Routing congestion map:
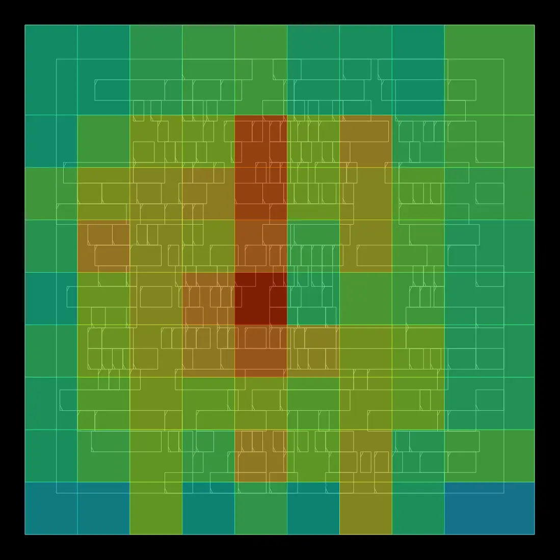
Sequential cells coloured by netlist name:
The bar under the picture is 20 microns long. Other sequential cells in the stronger grey, the rest of the logic in the fainter grey.
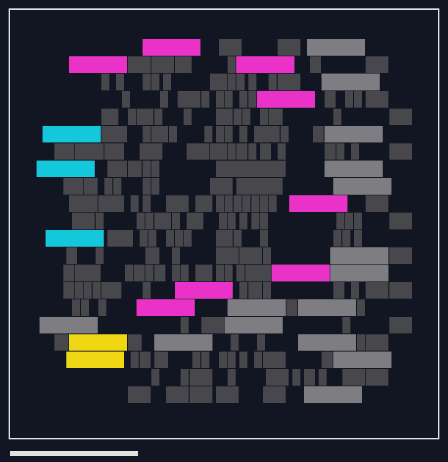
Port wiring:
The bar under the picture is 20 microns long.
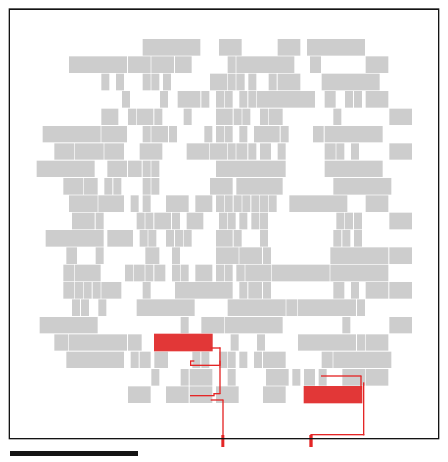
Routed metal, one colour a layer:
Two of the layers only.
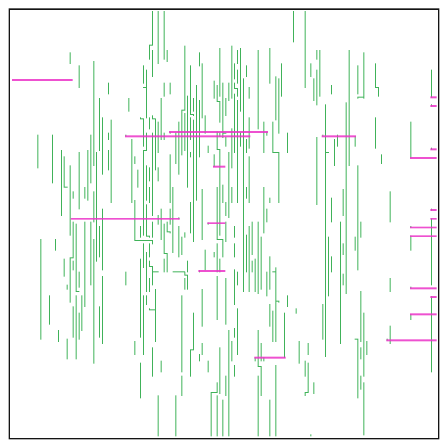
[src/rtl/sar_adc_if.sv]
// sar_adc_if: bundles the sar_adc_ctrl request, analog front-end and result signals.
// master = controller side: takes start/ch_sel/cmp_in and drives dac_code/mux_sel/busy/data_out/data_ch/valid.
// slave  = environment side: the request source, the comparator and the result consumer.
interface sar_adc_if #(
  parameter int WIDTH = 8,
  parameter int CH_W  = 2
);
  logic             start;
  logic [CH_W-1:0]  ch_sel;
  logic             cmp_in;
  logic [WIDTH-1:0] dac_code;
  logic [CH_W-1:0]  mux_sel;
  logic             busy;
  logic [WIDTH-1:0] data_out;
  logic [CH_W-1:0]  data_ch;
  logic             valid;
  modport master (
    input  start, ch_sel, cmp_in,
    output dac_code, mux_sel, busy, data_out, data_ch, valid
  );
  modport slave (
    output start, ch_sel, cmp_in,
    input  dac_code, mux_sel, busy, data_out, data_ch, valid
  );
endinterface

[src/rtl/sar_adc_ctrl.sv]
// sar_adc_ctrl: successive-approximation ADC controller, one bit per SETTLE-cycle trial, MSB first.
// Ports: clk, rst (async, active-high), bus (sar_adc_if.master): start/ch_sel request,
//   cmp_in comparator, dac_code/mux_sel to the analog front end, busy, data_out/data_ch/valid result.
// Option: define SAR_ADC_AVG_EN to average 4 conversions per accepted start.
module sar_adc_ctrl #(
  parameter int WIDTH  = 8,
  parameter int NUM_CH = 4,
  parameter int SETTLE = 2
) (
  input logic       clk,
  input logic       rst,
  sar_adc_if.master bus
);
  localparam int CH_W = NUM_CH > 1 ? $clog2(NUM_CH) : 1;
  localparam int BW   = $clog2(WIDTH);
  localparam int SW   = SETTLE > 1 ? $clog2(SETTLE) : 1;
  localparam logic [1:0] IDLE  = 2'd0;
  localparam logic [1:0] TRIAL = 2'd1;
  localparam logic [1:0] DONE  = 2'd2;
  localparam logic [WIDTH-1:0] MSB = {1'b1, {(WIDTH-1){1'b0}}};
  logic [1:0]       state;
  logic [BW-1:0]    bit_idx;
  logic [SW-1:0]    settle_cnt;
  logic [WIDTH-1:0] dac_code, next_code, data_out;
  logic [CH_W-1:0]  mux_sel, data_ch, ch_clip;
  logic             busy, valid, last;
  assign ch_clip = 32'(bus.ch_sel) >= NUM_CH ? CH_W'(NUM_CH - 1) : bus.ch_sel;
  assign last    = settle_cnt == SW'(SETTLE - 1);
  // Resolve the current bit from the comparator and tentatively set the next lower one.
  always_comb begin
    next_code = dac_code;
    next_code[bit_idx] = dac_code[bit_idx] & bus.cmp_in;
    if (bit_idx != '0) next_code[bit_idx - 1'b1] = 1'b1;
  end
`ifdef SAR_ADC_AVG_EN
  logic [WIDTH+1:0] acc, acc_sum;
  logic [1:0]       avg_cnt;
  assign acc_sum = acc + {2'b00, dac_code};
`endif
  always_ff @(posedge clk or posedge rst)
    if (rst) begin
      state      <= IDLE;
      bit_idx    <= '0;
      settle_cnt <= '0;
      dac_code   <= '0;
      mux_sel    <= '0;
      busy       <= 1'b0;
      data_out   <= '0;
      data_ch    <= '0;
      valid      <= 1'b0;
`ifdef SAR_ADC_AVG_EN
      acc        <= '0;
      avg_cnt    <= '0;
`endif
    end else begin
      valid <= 1'b0;
      case (state)
        IDLE:
          if (bus.start) begin
            busy       <= 1'b1;
            mux_sel    <= ch_clip;
            dac_code   <= MSB;
            bit_idx    <= BW'(WIDTH - 1);
            settle_cnt <= '0;
            state      <= TRIAL;
`ifdef SAR_ADC_AVG_EN
            acc        <= '0;
            avg_cnt    <= '0;
`endif
          end
        TRIAL:
          if (last) begin
            dac_code   <= next_code;
            settle_cnt <= '0;
            if (bit_idx == '0) state <= DONE;
            else bit_idx <= bit_idx - 1'b1;
          end else settle_cnt <= settle_cnt + 1'b1;
        DONE:
`ifdef SAR_ADC_AVG_EN
          if (avg_cnt != 2'd3) begin
            acc      <= acc_sum;
            avg_cnt  <= avg_cnt + 1'b1;
            dac_code <= MSB;
            bit_idx  <= BW'(WIDTH - 1);
            state    <= TRIAL;
          end else begin
            data_out <= acc_sum[WIDTH+1:2];
            data_ch  <= mux_sel;
            valid    <= 1'b1;
            busy     <= 1'b0;
            state    <= IDLE;
          end
`else
          begin
            data_out <= dac_code;
            data_ch  <= mux_sel;
            valid    <= 1'b1;
            busy     <= 1'b0;
            state    <= IDLE;
          end
`endif
        default: state <= IDLE;
      endcase
    end
  assign bus.dac_code = dac_code;
  assign bus.mux_sel  = mux_sel;
  assign bus.busy     = busy;
  assign bus.data_out = data_out;
  assign bus.data_ch  = data_ch;
  assign bus.valid    = valid;
endmodule
[src/flat_wrapper.sv]
// flat-port wrapper written by rule: the top's interface ports become plain ports
module sar_adc_ctrl_flat 
#(
  parameter int WIDTH  = 8,
  parameter int NUM_CH = 4,
  parameter int SETTLE = 2
)
  (clk, rst, bus_start, bus_ch_sel, bus_cmp_in, bus_dac_code, bus_mux_sel, bus_busy, bus_data_out, bus_data_ch, bus_valid);
  sar_adc_if #(.WIDTH(WIDTH)) bus_i ();
  input logic clk;
  input logic rst;
  input wire logic [$bits(bus_i.start)-1:0] bus_start;
  input wire logic [$bits(bus_i.ch_sel)-1:0] bus_ch_sel;
  input wire logic [$bits(bus_i.cmp_in)-1:0] bus_cmp_in;
  output wire logic [$bits(bus_i.dac_code)-1:0] bus_dac_code;
  output wire logic [$bits(bus_i.mux_sel)-1:0] bus_mux_sel;
  output wire logic [$bits(bus_i.busy)-1:0] bus_busy;
  output wire logic [$bits(bus_i.data_out)-1:0] bus_data_out;
  output wire logic [$bits(bus_i.data_ch)-1:0] bus_data_ch;
  output wire logic [$bits(bus_i.valid)-1:0] bus_valid;
  assign bus_i.start = bus_start;
  assign bus_i.ch_sel = bus_ch_sel;
  assign bus_i.cmp_in = bus_cmp_in;
  assign bus_dac_code = bus_i.dac_code;
  assign bus_mux_sel = bus_i.mux_sel;
  assign bus_busy = bus_i.busy;
  assign bus_data_out = bus_i.data_out;
  assign bus_data_ch = bus_i.data_ch;
  assign bus_valid = bus_i.valid;
  sar_adc_ctrl #(.WIDTH(WIDTH), .NUM_CH(NUM_CH), .SETTLE(SETTLE)) u_core (.clk(clk), .rst(rst), .bus(bus_i));
endmodule
[config.mk]
export PLATFORM = sky130hd
export DESIGN_NAME = sar_adc_ctrl_flat
export DESIGN_NICKNAME = d
export VERILOG_FILES = /design/src/rtl/sar_adc_if.sv /design/src/rtl/sar_adc_ctrl.sv /design/src/flat_wrapper.sv
export SDC_FILE = /design/constraint.sdc
export NUM_CORES = 1
export LEC_CHECK = 0
export ABC_AREA = 1
export ABC_CLOCK_PERIOD_IN_PS = 3050
export CAP_MARGIN = 10
export CORE_MARGIN = 4
export CORE_UTILIZATION = 45
export DETAILED_ROUTE_END_ITERATION = 16
export GPL_TIMING_DRIVEN = 0
export PLACE_DENSITY_LB_ADDON = 0.12
export SLEW_MARGIN = 20
export SYNTH_ARGS = -nofsm -noshare
export SYNTH_HDL_FRONTEND = slang
export SYNTH_SLANG_ARGS = --single-unit
export TNS_END_PERCENT = 30
[constraint.sdc]
create_clock -name clk -period 3.05 [get_ports clk]
set_clock_uncertainty 0.2 [all_clocks]
set_input_delay 0.4575 -clock clk [delete_from_list [all_inputs] [get_ports clk]]
set_output_delay 0.4575 -clock clk [all_outputs]
set_load 0.005 [all_outputs]
==> results.toml <==
# implementation run metrics
[final_layout]
nClkBuffers = 3
drive_above_1_share = 0.185
comb_area_frac = 0.365
logic_area_sq_um = 708
antenna_cells = 0
most-common-layout-cells = "nand2_1, dfrtp_1, clkdlybuf4s50_1"
n_all_buffers = 31
seq_cells = 28
reg_top3 = "u_core.bus.dac_code x8, u_core.bus.data_out x8, u_core.bit_idx x3"
lay_top_count = "nand2_1"
seq_share = 0.361
area_growth_pct = 23.6
nets = 236
comb_cells = 133
buffer_area_frac = 0.155

[yosys]
synth.area.top_cells = "dfrtp_1, nand2_1, nand3_2"
syn_area_sq_um = 1570
yosys.area_share.aoi = 0.0885
postSynth.asyncResetShare = 1.00
synth-edff-count = 0
syn-num-nets = 205
ff_type = "dfrtp_1"
ys_chip_area_sq_um = 1570
simple_gate_share = 0.336
synth.most_common_cell = "nand2_1"
adder_share = 0.0159
yosysCellCount = 197
top_logic_kind = "simple AND/OR/NAND/NOR gates"
top_area_frac = 0.447
synth_cells = 197

[run_status]
status = "completed"

[clock_tree]
cts_resized = 0
cts_num_sinks = 28
root_buffer = "clkbuf_4"
cts-htree-levels = 1
holdBufCountCts = 0
clock.latency.late_pin_ns = 0.33
path_clk_slew_ns = 0.15
clock_path_buffers = 2

[floorplanning]
die_x_microns = 67.1
row_count = 21
core_region_area_sq_um = 3360
die_area_sq_um = 4500
taps = 46

[critical_path]
path_depth = 1
cp_slowest_stage_delay_ns = 0.54
critPathLaunchType = "flip-flop"
regToRegSetupSlack_ns = 1.13
arrival_ns = 1.33
startpoint = "u_core.bus.dac_code[3]"

[hold_path]
holdPathStages = 3
worstHoldEndpoint = "u_core.bus.dac_code[7]"
min_from = "bus_cmp_in"

[timing]
drv_slew = 0
max_slew_margin = 0.617
setup_violations = 0
tightest_slew_ns = 0.574
fin_crit_sh = 0.653
layout_setup_ws_ns = 1.06

[power]
combPwrFrac = 0.565
pwr-share-seq = 0.306
p_int_uw = 1080
p_leak_uw = 0.000994
total_power_uw = 1910
switching_power_uw = 831
cellPowerDensity_nw_per_um2 = 985
swShare = 0.435

[drt]
vias_per_cell = 4.83
wl_mm = 3.26
route.detailed.drc = 0

[place]
place_congestion = 0.813
dp_slack_ns = 1.09
placedCellCount = 269

[job]
maxCapViolCount = 0

[global_route]
grt_pass1_vias = 1223
antenna_found_initial = 0
overflow = 0
grt_pass1_wl_mm = 5.61
Notes on 'routing congestion map' above:
WL/cell: 12.0 microns
met2 Use GR: 0.276
gr usage total: 0.164
fin util: 0.577
met3 Usage GRT: 0.0202

Notes on 'sequential cells coloured by netlist name' above:
cyan -> u_core.bit_idx  # sequential cells 3
yellow -> u_core.state  # sequential cells 2
magenta -> u_core.bus.dac_code  # sequential cells 8
not coloured = 15

Notes on 'port wiring' above:
red -> bus_mux_sel  # direction output, end cells 2, buffers 2, wire 52.2 microns

Notes on 'routed metal, one colour a layer' above:
magenta -> metal 3  # wire length 110 microns
green -> metal 2  # wire length 1580 microns

## layer usage
metal / routed length, microns / GRT usage / vias up
met2: 1580 / 0.276 / 27
li1: - / - / 672
met3: 109 / 0.0202 / 5
met5: 0 / 0 / -
met4: 38 / 0.0532 / 0
met1: 1540 / 0.216 / 614
## power by group through the flow
stage	Combinational [uW]	Clock, uW	Sequential, uW
floorplan	744	0	587
global placement	1060	0	587
detailed placement	1090	0	594
CTS	1090	252	585
global route	1210	265	602
finish	1080	247	584
## worst reg2reg max path: stages, from the launching register on
cell	delay, ns
dfrtp_1	0.37
buf_6	0.14
inv_4	0.05
buf_6	0.14
ha_1	0.23
xnor2_1	0.27
nor2_1	0.12
a22oi_1	0.15
nand2_1	0.07
nand2_1	0.05
nand2_1	0.04
Power figures rest on the tool's default switching activity, not on a simulated workload.
